$ cat src/rtl/relu_pkg.sv
// Shared constants, state type and node-selection helper for ReLU stage consumers.
package relu_pkg;

  localparam int RELU_NODES = 4;
  localparam int RELU_VALS  = 4;

  typedef enum logic {IDLE, STREAM} drain_state_t;

  // Returns {found, index} of the lowest set mask bit at or above 'from'.
  function automatic logic [2:0] next_node(input logic [RELU_NODES-1:0] mask,
                                           input logic [2:0]            from);
    logic [2:0] res;
    res = 3'b000;
    for (int i = RELU_NODES - 1; i >= 0; i--) begin
      if (mask[i] && (i >= int'(from))) res = {1'b1, 2'(i)};
    end
    return res;
  endfunction

endpackage

$ cat src/rtl/relu_rise_det.sv
// Registered rising-edge detector; history resets to 1 so a level held through reset is ignored.
module relu_rise_det (
  input  logic clk,
  input  logic rst_n,
  input  logic level,
  output logic rise
);

  logic level_q;

  always_ff @(posedge clk or negedge rst_n) begin
    if (!rst_n) level_q <= 1'b1;
    else        level_q <= level;
  end

  assign rise = level & ~level_q;

endmodule

$ cat src/rtl/relu_drain_4n.sv
// Drains a 4-node x 4-value ReLU snapshot one node per valid/ready beat.
// Optional zero-node skipping is enabled with `define RELU_DRAIN_ZERO_SKIP_EN.
module relu_drain_4n
  import relu_pkg::*;
#(
  parameter int DRAIN_SIZE = 5
) (
  input  logic                         clk,
  input  logic                         rst_n,
  input  logic                         relu_ready,
  input  logic signed [DRAIN_SIZE-1:0] in0_n0,
  input  logic signed [DRAIN_SIZE-1:0] in1_n0,
  input  logic signed [DRAIN_SIZE-1:0] in2_n0,
  input  logic signed [DRAIN_SIZE-1:0] in3_n0,
  input  logic signed [DRAIN_SIZE-1:0] in0_n1,
  input  logic signed [DRAIN_SIZE-1:0] in1_n1,
  input  logic signed [DRAIN_SIZE-1:0] in2_n1,
  input  logic signed [DRAIN_SIZE-1:0] in3_n1,
  input  logic signed [DRAIN_SIZE-1:0] in0_n2,
  input  logic signed [DRAIN_SIZE-1:0] in1_n2,
  input  logic signed [DRAIN_SIZE-1:0] in2_n2,
  input  logic signed [DRAIN_SIZE-1:0] in3_n2,
  input  logic signed [DRAIN_SIZE-1:0] in0_n3,
  input  logic signed [DRAIN_SIZE-1:0] in1_n3,
  input  logic signed [DRAIN_SIZE-1:0] in2_n3,
  input  logic signed [DRAIN_SIZE-1:0] in3_n3,
  output logic signed [DRAIN_SIZE-1:0] out0,
  output logic signed [DRAIN_SIZE-1:0] out1,
  output logic signed [DRAIN_SIZE-1:0] out2,
  output logic signed [DRAIN_SIZE-1:0] out3,
  output logic [1:0]                   out_node,
  output logic                         out_valid,
  input  logic                         out_ready,
  output logic                         busy,
  output logic                         frame_done,
  output logic                         overrun
);

  typedef logic signed [DRAIN_SIZE-1:0] node_vec_t [RELU_VALS];

  node_vec_t             in_vec [RELU_NODES];
  node_vec_t             buf_q  [RELU_NODES];
  node_vec_t             out_q;
  logic [RELU_NODES-1:0] in_mask;
  logic [RELU_NODES-1:0] mask_q;
  drain_state_t          state;
  logic [1:0]            node_ptr;
  logic                  rise;
  logic                  xfer;
  logic                  last;
  logic                  take;
  logic [2:0]            first_sel;
  logic [2:0]            next_sel;

  relu_rise_det u_rise_det (
    .clk   (clk),
    .rst_n (rst_n),
    .level (relu_ready),
    .rise  (rise)
  );

  assign in_vec[0] = '{in0_n0, in1_n0, in2_n0, in3_n0};
  assign in_vec[1] = '{in0_n1, in1_n1, in2_n1, in3_n1};
  assign in_vec[2] = '{in0_n2, in1_n2, in2_n2, in3_n2};
  assign in_vec[3] = '{in0_n3, in1_n3, in2_n3, in3_n3};

`ifdef RELU_DRAIN_ZERO_SKIP_EN
  always_comb begin
    for (int j = 0; j < RELU_NODES; j++) begin
      in_mask[j] = 1'b0;
      for (int k = 0; k < RELU_VALS; k++) begin
        if (in_vec[j][k] != '0) in_mask[j] = 1'b1;
      end
    end
  end
`else
  // Every node counts as non-zero, so each one produces a beat.
  assign in_mask = '1;
`endif

  assign first_sel = next_node(in_mask, 3'd0);
  assign next_sel  = next_node(mask_q, {1'b0, node_ptr} + 3'd1);
  assign xfer      = out_valid & out_ready;
  assign last      = ~next_sel[2];
  // A new frame is accepted when idle, or back-to-back on the final transfer.
  assign take      = rise & ((state == IDLE) | (xfer & last));

  always_ff @(posedge clk or negedge rst_n) begin
    if (!rst_n) begin
      state      <= IDLE;
      node_ptr   <= '0;
      out_valid  <= 1'b0;
      frame_done <= 1'b0;
      overrun    <= 1'b0;
      mask_q     <= '0;
      for (int j = 0; j < RELU_NODES; j++) begin
        for (int k = 0; k < RELU_VALS; k++) buf_q[j][k] <= '0;
      end
      for (int k = 0; k < RELU_VALS; k++) out_q[k] <= '0;
    end else begin
      frame_done <= 1'b0;
      if (take) begin
        buf_q  <= in_vec;
        mask_q <= in_mask;
        if (first_sel[2]) begin
          state     <= STREAM;
          out_valid <= 1'b1;
          node_ptr  <= first_sel[1:0];
          out_q     <= in_vec[first_sel[1:0]];
        end else begin
          state      <= IDLE;
          out_valid  <= 1'b0;
          node_ptr   <= '0;
          frame_done <= 1'b1;
        end
      end else if (xfer && last) begin
        state     <= IDLE;
        out_valid <= 1'b0;
        node_ptr  <= '0;
      end else if (xfer) begin
        node_ptr <= next_sel[1:0];
        out_q    <= buf_q[next_sel[1:0]];
      end
      if (xfer && last) frame_done <= 1'b1;
      if (rise && !take) overrun <= 1'b1;
    end
  end

  assign out0     = out_q[0];
  assign out1     = out_q[1];
  assign out2     = out_q[2];
  assign out3     = out_q[3];
  assign out_node = node_ptr;
  assign busy     = (state == STREAM);

endmodule

$ cat config.mk
export PLATFORM = sky130hd
export DESIGN_NAME = relu_drain_4n
export DESIGN_NICKNAME = d
export VERILOG_FILES = /design/src/rtl/relu_pkg.sv /design/src/rtl/relu_rise_det.sv /design/src/rtl/relu_drain_4n.sv
export SDC_FILE = /design/constraint.sdc
export NUM_CORES = 1
export LEC_CHECK = 0
export CORE_MARGIN = 2
export CORE_UTILIZATION = 45
export CTS_BUF_LIST = sky130_fd_sc_hd__clkbuf_16
export DETAILED_ROUTE_END_ITERATION = 10
export PLACE_DENSITY = 0.76
export SETUP_SLACK_MARGIN = 0.3
export SLEW_MARGIN = 25
export SYNTH_ARGS = -nofsm -noshare
export SYNTH_HDL_FRONTEND = slang
export SYNTH_SLANG_ARGS = --single-unit
export TNS_END_PERCENT = 1
$ cat constraint.sdc
create_clock -name clk -period 1.8 [get_ports clk]
set_clock_uncertainty 0.05 [all_clocks]
set_input_delay 0.54 -clock clk [delete_from_list [all_inputs] [get_ports clk]]
set_output_delay 0.54 -clock clk [all_outputs]
set_load 0.01 [all_outputs]
Fig. 1: run 1, local utilization
The die is cut into 11 by 11 equal tiles; white is low, dark blue is high, 0 to 100% covered.
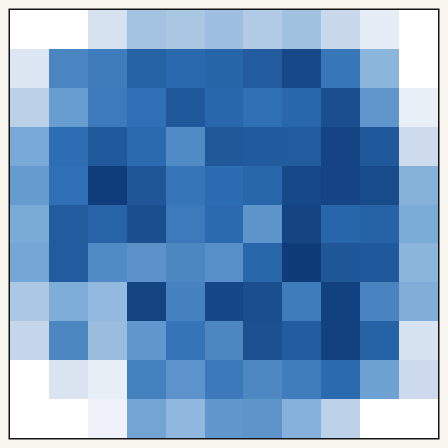
The fullest tile reaches 95%. 37% of the tiles are over 75% full. The mean over all tiles is 58%. The emptiest ninth of the die: lower left.

Fig. 2: run 1, cell sizes after repair
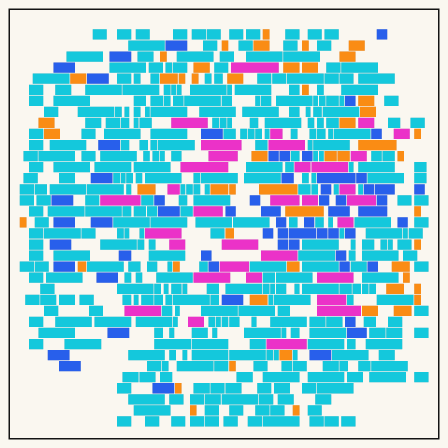
Key: blue = x3 and x4 [cells 61, share 12%]; orange = x2 [cells 52, share 9.9%]; magenta = x6 and larger [cells 33, share 6.3%]; cyan = x1 and smaller [cells 380, share 72%]

Fig. 3: run 1, placed standard cells
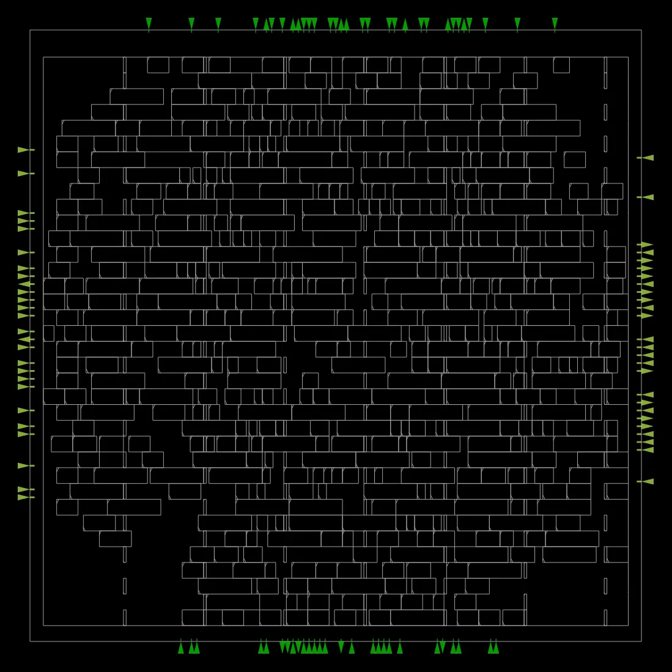
Finished Core Util: 0.6719
Well-Tap Cells: 133
final cell count without fillers: 659
fillcell total: 736

-- run 1: cell usage in the layout (no fill, tap or decap), drive strengths merged, types with 16 or more instances in the layout --
cell type	n
dfrtp	102
clkdlybuf4s50	80
mux2	60
buf	49
o21ai	33
clkbuf	30
nand2	29
inv	23
o22ai	19
a22o	17
mux2i	16
a21oi	16
-- run 1: repair_timing --
action	in CTS	in global routing
endpoints found under the hold margin	0	0
cloned	5	0
resized	36	102
buffers inserted	11	1
pin swaps	2	15
endpoints found under the setup margin	126	127
-- run 1: cells by family (layout without fill, tap and decap cells) --
family | count (synthesis) | in the layout | synth area share
buffers and inverters | 49 | 192 | 0.05852
muxes | 76 | 76 | 0.1810
AOI/OAI and AO/OA | 115 | 115 | 0.1650
and+or+nand+nor | 40 | 40 | 0.03712
DFF | 103 | 103 | 0.5584
-- run 1: area by class of cell --
type	instances	area [um^2]
Clock buffer	9	225.2
Clock inverter	7	87.58
Fill cell	736	3237
Inverter	19	71.32
Multi-Input combinational cell	231	1948
Sequential cell	103	2581
Tap cell	133	166.4
Timing Repair Buffer	157	1548
-- run 1: worst max-delay path, delay by kind of cell, from the launching register on --
family / cells / cell delay [ps]
AND-OR/OR-AND: 1 / 240
buffers and inverters: 3 / 490
AND/OR/NAND/NOR: 1 / 130
flip-flops: 1 / 420
multiplexers: 1 / 350
-- run 1: sequential cells by signal (all words and copies together) (netlist names) --
signal              cells
out0                    5
out_node                2
overrun                 1
frame_done              1
out1                    5
out2                    5
u_rise_det.level_q      1
out3                    5
buf_q                  76
busy                    1
mask_q                  1
-- run 1: per-layer routing --
metal,GRT usage,up-vias
met3,0.03525,27
met4,0.09048,0
li1,-,1659
met1,0.2781,1832
met2,0.3843,150
met5,0,-
-- run 1: where the power goes --
group | internal [uW] | switching (uW) | total [uW]
sequential | 3430 | 627 | 4050
clock | 1110 | 931 | 2040
combinational | 2590 | 2250 | 4840
-- run 1: worst paths after layout --
path	from	endpoint	slack (ps)	cells past startpoint
min in group clk	overrun$_DFFE_PN0P_	overrun$_DFFE_PN0P_	430	1
min	rst_n	buf_q[54]$_DFFE_PN0P_	80	1
max in group asynchronous	rst_n	buf_q[67]$_DFFE_PN0P_	1090	2
max reg2reg	busy$_DFFE_PN0P_	buf_q[9]$_DFFE_PN0P_	1	6
min reg2reg	overrun$_DFFE_PN0P_	overrun$_DFFE_PN0P_	430	1
max	busy$_DFFE_PN0P_	buf_q[9]$_DFFE_PN0P_	1	6
-- run 1: metrics by stage --
| step | hold WS, ps | std cells | cell area (um^2) |
|---|---|---|---|
| 4_1_cts | 100.2 | 658 | 6536 |
| 3_5_place_dp | 412.5 | 626 | 6008 |
| 2_1_floorplan | 194.4 | 383 | 4636 |
| 3_3_place_gp | 413.6 | 626 | 6008 |
| 6_report | 84.03 | 659 | 6628 |
| 5_1_grt | 115.3 | 659 | 6628 |
==> results_dict.tcl, run 1 <==
# yosys + openroad results
set metrics [dict create \
    area_growth_pct 43.51 \
    viasPerCell 5.566 \
    top_cells_by_count "dfrtp_1 (102), mux2_1 (42), o21ai_0 (32)" \
    pre_cts_ws_ps -519.7 \
    drv_cap 0 \
    num_vias 3668 \
    top_area_cell "dfrtp_1" \
    layout-drive-gt1-share 0.2776 \
    core_um2 9864 \
    rsz0062_at_grt "true" \
    antenna_found_initial 0 \
    synth_flops 103 \
    grt_pass1_vias 3935 \
    cp-end-kind "flop" \
    place_congestion 0.7929 \
    period_needed_ps 1799 \
    dp_hpwl_mm 7.743 \
    clk_latency_ps 350 \
    io_buffers 109 \
    drc 0 \
    slew_headroom 0.6890 \
    clkSinkCount 103 \
    fin_crit_sh 0.9992 \
    async_reset_ff_frac 1.000 \
    power.total_uw 10930 \
    wl_per_cell_um 18.45 \
    warning_count 29 \
    start_kind "flop" \
    slew_viol_final 0 \
    finalHoldViolCount 0 \
    wl_met3_um 664 \
    syn-cell-area_um2 4618 \
    critical_path.slowest_cell "dfrtp_2" \
    avgSynthCellArea_um2 12.06 \
    grt_max_degree 32 \
    grt_usage 0.2226 \
    hp-class "input pin to asynchronous set/reset pin" \
    dr.pass1.iters 4 \
    flop_cell "dfrtp_1" \
    clk_pin_slew_worst_paths_ps 70 \
    power_density_nw_per_um2 1650 \
    edf_count 0 \
    crit_fanout 18 \
    ys_warn_count 0 \
    crit_chain "buf_6 > nor2b_4 > a211oi_4 > buf_6 > buf_12 > mux2_2" \
    status "finished clean" \
    m1WireLength_mm 5.044 \
    power.leakage_uw 0.002936 \
]
--- run 2 (diff from run 1) ---
- CTS_CLUSTER_SIZE: unset -> 10
==> run 2 against run 1 <==
Net effect:
- sequential power about the same
- total power stayed put
- highest routed layer unchanged
- via count is the same
- final cell count is the same
- final area unchanged
- setup slack stayed put
==> results_dict.tcl, run 2 <==
# yosys + openroad results
set metrics [dict create \
    pre_cts_ws_ps -519.7 \
    async_reset_ff_frac 1.000 \
    status "finished clean" \
    clk_pin_slew_worst_paths_ps 70 \
    xor_area_frac 0 \
    ys_sh_adder 0 \
    ys_warn_count 0 \
    timing.critical_path.from "busy$_DFFE_PN0P_" \
    crit_fanout 18 \
    dr.pass1.iters 4 \
    start_kind "flop" \
    core_um2 9864 \
    area_growth_pct 43.51 \
    power_density_nw_per_um2 1650 \
    grt_max_degree 32 \
    drv_cap 0 \
    regMostFlops "buf_q" \
    grt_usage 0.2226 \
    clkSinkCount 103 \
    ys_sh_aoi 0.1650 \
    largest_register_ffs 76 \
    crit_chain "buf_6 > nor2b_4 > a211oi_4 > buf_6 > buf_12 > mux2_2" \
    worstReg2RegStart "busy$_DFFE_PN0P_" \
    power.leakage_uw 0.002936 \
    synth_flops 103 \
    rrSetupSlack_ps 1 \
]
==> run 2: cell counts in the layout (fill, tap and decap cells not counted) <==
Identical to the previous run, type by type.
==> run 2: where the power goes <==
group / total (uW) / internal, uW / switching, uW / leakage (uW)
clock: 2040 / 1110 / 931 / 0.000154
combinational: 4840 / 2590 / 2250 / 0.00154
sequential: 4050 / 3430 / 627 / 0.00124
total: 10900 / 7130 / 3810 / 0.00294
==> run 2: cell type report <==
cell class / count / area [um^2]
Tap cell: 133 / 166.4
Sequential cell: 103 / 2581
Clock buffer: 9 / 225.2
Inverter: 19 / 71.32
Multi-Input combinational cell: 231 / 1948
Fill cell: 736 / 3237
Timing Repair Buffer: 157 / 1548
Clock inverter: 7 / 87.58
==> run 2: per-layer routing <==
layer,vias up,GRT usage,wire [um]
met5,-,0,0
met4,0,0.09048,346
met3,27,0.03525,664
met2,150,0.3843,6107
met1,1832,0.2781,5044
li1,1659,-,-
==> run 2: cells by family after synthesis <==
logic type,after synthesis
buffers and inverters,49
flip-flops,103
AND/OR/NAND/NOR,40
multiplexers,76
AND-OR/OR-AND,115
==> run 2: critical path: cells and delay by family, from the launching register on <==
family | cells | cell delay (ps)
buffers and inverters | 3 | 490
DFF | 1 | 420
muxes | 1 | 350
AOI/OAI and AO/OA | 1 | 240
and+or+nand+nor | 1 | 130
==> run 2: how the worst min path moves through the flow <==
stage / from / end / cells past startpoint
detailed placement: overrun$_DFFE_PN0P_ / overrun$_DFFE_PN0P_ / 1
floorplan: rst_n / buf_q[0]$_DFFE_PN0P_ / 0
global placement: buf_q[38]$_DFFE_PN0P_ / buf_q[38]$_DFFE_PN0P_ / 1
finish: rst_n / buf_q[54]$_DFFE_PN0P_ / 1
global route: rst_n / buf_q[14]$_DFFE_PN0P_ / 1
CTS: rst_n / buf_q[54]$_DFFE_PN0P_ / 1
==> run 2: repair_timing <==
| item | in CTS | in global routing |
|---|---|---|
| resized | 36 | 102 |
| gates cloned | 5 | 0 |
| setup endpoints to repair | 126 | 127 |
| hold buffers | 0 | 0 |
| pin swaps | 2 | 15 |
| setup buffers | 11 | 1 |
==> run 2: stage by stage <==
step	utilization	power [uW]
final	0.6719	10930
after detailed placement	0.6091	8325
after global placement	0.6091	8118
after global routing	0.6719	11600
after floorplan	-	6643
after CTS	0.6626	10470
Fig. 4: run 2, I/O pins on the die edge
Bar = 20 um. Pins as bars across the die edge, other pins in gray.
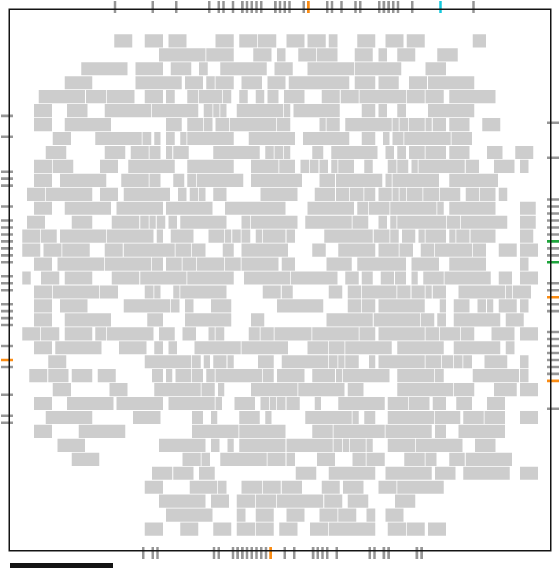
Key: orange = in0_n3 [pins 5, direction input, edge 2 right, 1 left, 1 bottom, 1 top]; cyan = clk [pins 1, direction input, edge top]; green = out_node [pins 2, direction output, edge right]
All pins by edge: 31 top, 27 bottom, 26 right, 26 left.

--- run 3 (diff from run 2) ---
- PLACE_DENSITY: 0.76 -> 0.73
==> run 3 against run 2 <==
Net effect:
- the flow now finishes with violations (negative setup slack)
- non-clock buffer count increased by 3
- sequential share of layout area decreased by 1.5 points
- clock-buffer cell count unchanged
- fmax decreased by 1.2%
- total power increased by 5.5%
- hold slack improved by 52 ps
- synthesized cell count unchanged
- combinational power increased by 7.9%
- critical path depth increased by 1
- first-iteration DRC count increased by 6.8%
- via count decreased by 1.7%
- setup slack got worse by 21 ps
==> results_dict.tcl, run 3 <==
# yosys + openroad results
set metrics [dict create \
    dp_hpwl_mm 7.705 \
    core_um2 9864 \
    warning_count 29 \
    placed_area_um2 6091 \
    period_needed_ps 1820 \
    grt_busiest_layer "met2" \
    power.leakage_uw 0.003096 \
    drc 0 \
    grt_use_met2 0.3737 \
    avgSynthCellArea_um2 12.06 \
    layout-drive-gt1-share 0.3270 \
    status "complete, but fails checks" \
    crit_chain "dlygate4sd2_1 > nand2b_4 > a211oi_4 > buf_4 > buf_12 > buf_12 > mux2_1" \
    edf_count 0 \
    timing.critical_path.from "relu_ready" \
    largest_register_ffs 76 \
    use_met3 0.03896 \
    grt_use_met1 0.2693 \
    drv_cap 0 \
    grt_pass1_vias 3806 \
    io_buffers 109 \
    worstReg2RegStart "busy$_DFFE_PN0P_" \
    ys_warn_count 0 \
    power_density_nw_per_um2 1672 \
    grt_max_degree 54 \
    violations "negative setup slack" \
    wl_per_cell_um 18.65 \
    viasPerCell 5.449 \
    rsz0062_at_grt "true" \
    regMostFlops "buf_q" \
    flop_cell "dfrtp_1" \
    clk_pin_slew_worst_paths_ps 70 \
    mostFrequentLayoutCell "dfrtp_1" \
    dr.pass1.iters 6 \
    num_vias 3607 \
    hp-class "input pin to asynchronous set/reset pin" \
    final_cell_area_um2 6903 \
    critical_path.slowest_cell "mux2_1" \
    finalSetupViolations 30 \
    place_congestion 0.7988 \
    layout_setup_ws_ps -19.82 \
    top_cells_by_count "dfrtp_1 (102), mux2_1 (42), o21ai_0 (32)" \
    clk_latency_ps 340 \
    worst-path-buf-inv 4 \
    top_area_cell "dfrtp_1" \
    cp-end-kind "flop" \
    lay_top_cells "dfrtp_1 (99), clkdlybuf4s50_1 (80), mux2_4 (42)" \
    finalHoldViolCount 0 \
    clkSinkCount 103 \
    grt_usage 0.2157 \
]
run 3: cell counts after synthesis:
Identical to the previous run, type by type.
run 3: cells by family after synthesis:
| group | count (synthesis) | synth area share |
|---|---|---|
| buffers and inverters | 49 | 0.05852 |
| AOI/OAI and AO/OA | 115 | 0.1650 |
| muxes | 76 | 0.1810 |
| DFF | 103 | 0.5584 |
| and+or+nand+nor | 40 | 0.03712 |
run 3: repair_timing:
action                     CTS  global route
resized                     52           148
buffers inserted            11             0
setup endpoints to repair  126           124
pin swaps                    5            18
cloned                       3             0
hold endpoints to repair     0             0
run 3: power breakdown:
group | internal, uW | switching, uW | leakage (uW) | total (uW)
sequential | 3430 | 662 | 0.00124 | 4090
clock | 1360 | 865 | 0.000166 | 2230
combinational | 2880 | 2340 | 0.00169 | 5220
total | 7670 | 3870 | 0.00310 | 11500
run 3: layout make-up:
| type | count | area, um^2 |
|---|---|---|
| inverters | 19 | 71.32 |
| multi-input cells | 231 | 2125 |
| flip-flops and latches | 103 | 2582 |
| well taps | 133 | 166.4 |
| repair buffers | 160 | 1613 |
| clock buffers | 9 | 225.2 |
| fillers | 672 | 2962 |
| clock inverters | 7 | 120.1 |
run 3: final timing paths:
kind	end	slack, ps	depth (start not counted)
setup / recovery	buf_q[46]$_DFFE_PN0P_	-20	7
hold / removal	out1[1]$_DFFE_PN0P_	140	2
setup reg to reg	buf_q[46]$_DFFE_PN0P_	-10	6
hold reg to reg	overrun$_DFFE_PN0P_	430	1
max in group asynchronous	u_rise_det.level_q$_DFF_PN1_	1270	2
min in group clk	overrun$_DFFE_PN0P_	430	1
run 3: routing by layer:
metal / vias to the layer above / routed length [um]
li1: 1666 / -
met1: 1807 / 5311
met2: 113 / 6304
met3: 21 / 521
met4: 0 / 212
met5: - / 0
run 3: through the flow:
step                      worst slack (ps)  cells  hold WS, ps  setup TNS, ps  utilization
final                               -19.82    662        136.3         -283.4       0.6998
after global routing                -56.39    662        163.0          -1365       0.6998
after CTS                            42.86    662        157.7              0       0.6725
after detailed placement            -482.7    632        416.1         -35940       0.6175
after global placement              -446.1    632        411.8         -34620       0.6175
after floorplan                      161.2    383        194.4              0            -
Fig. 5: run 3, layout detail
Window x 69 to 89, y 69 to 89 um. Cells in gray, sequential cells in the stronger gray; small squares are vias.
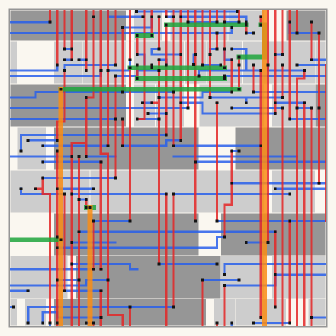
Key: green = M3; red = M2; orange = M4; blue = M1
Sequential cells in the window: 8. Most frequent: dfrtp_1 (7), buf_4 (3). 30 logic cells have their middle in the window. Netlist names of flops here include buf_q (5).

Power and IR drop assume default switching activity.
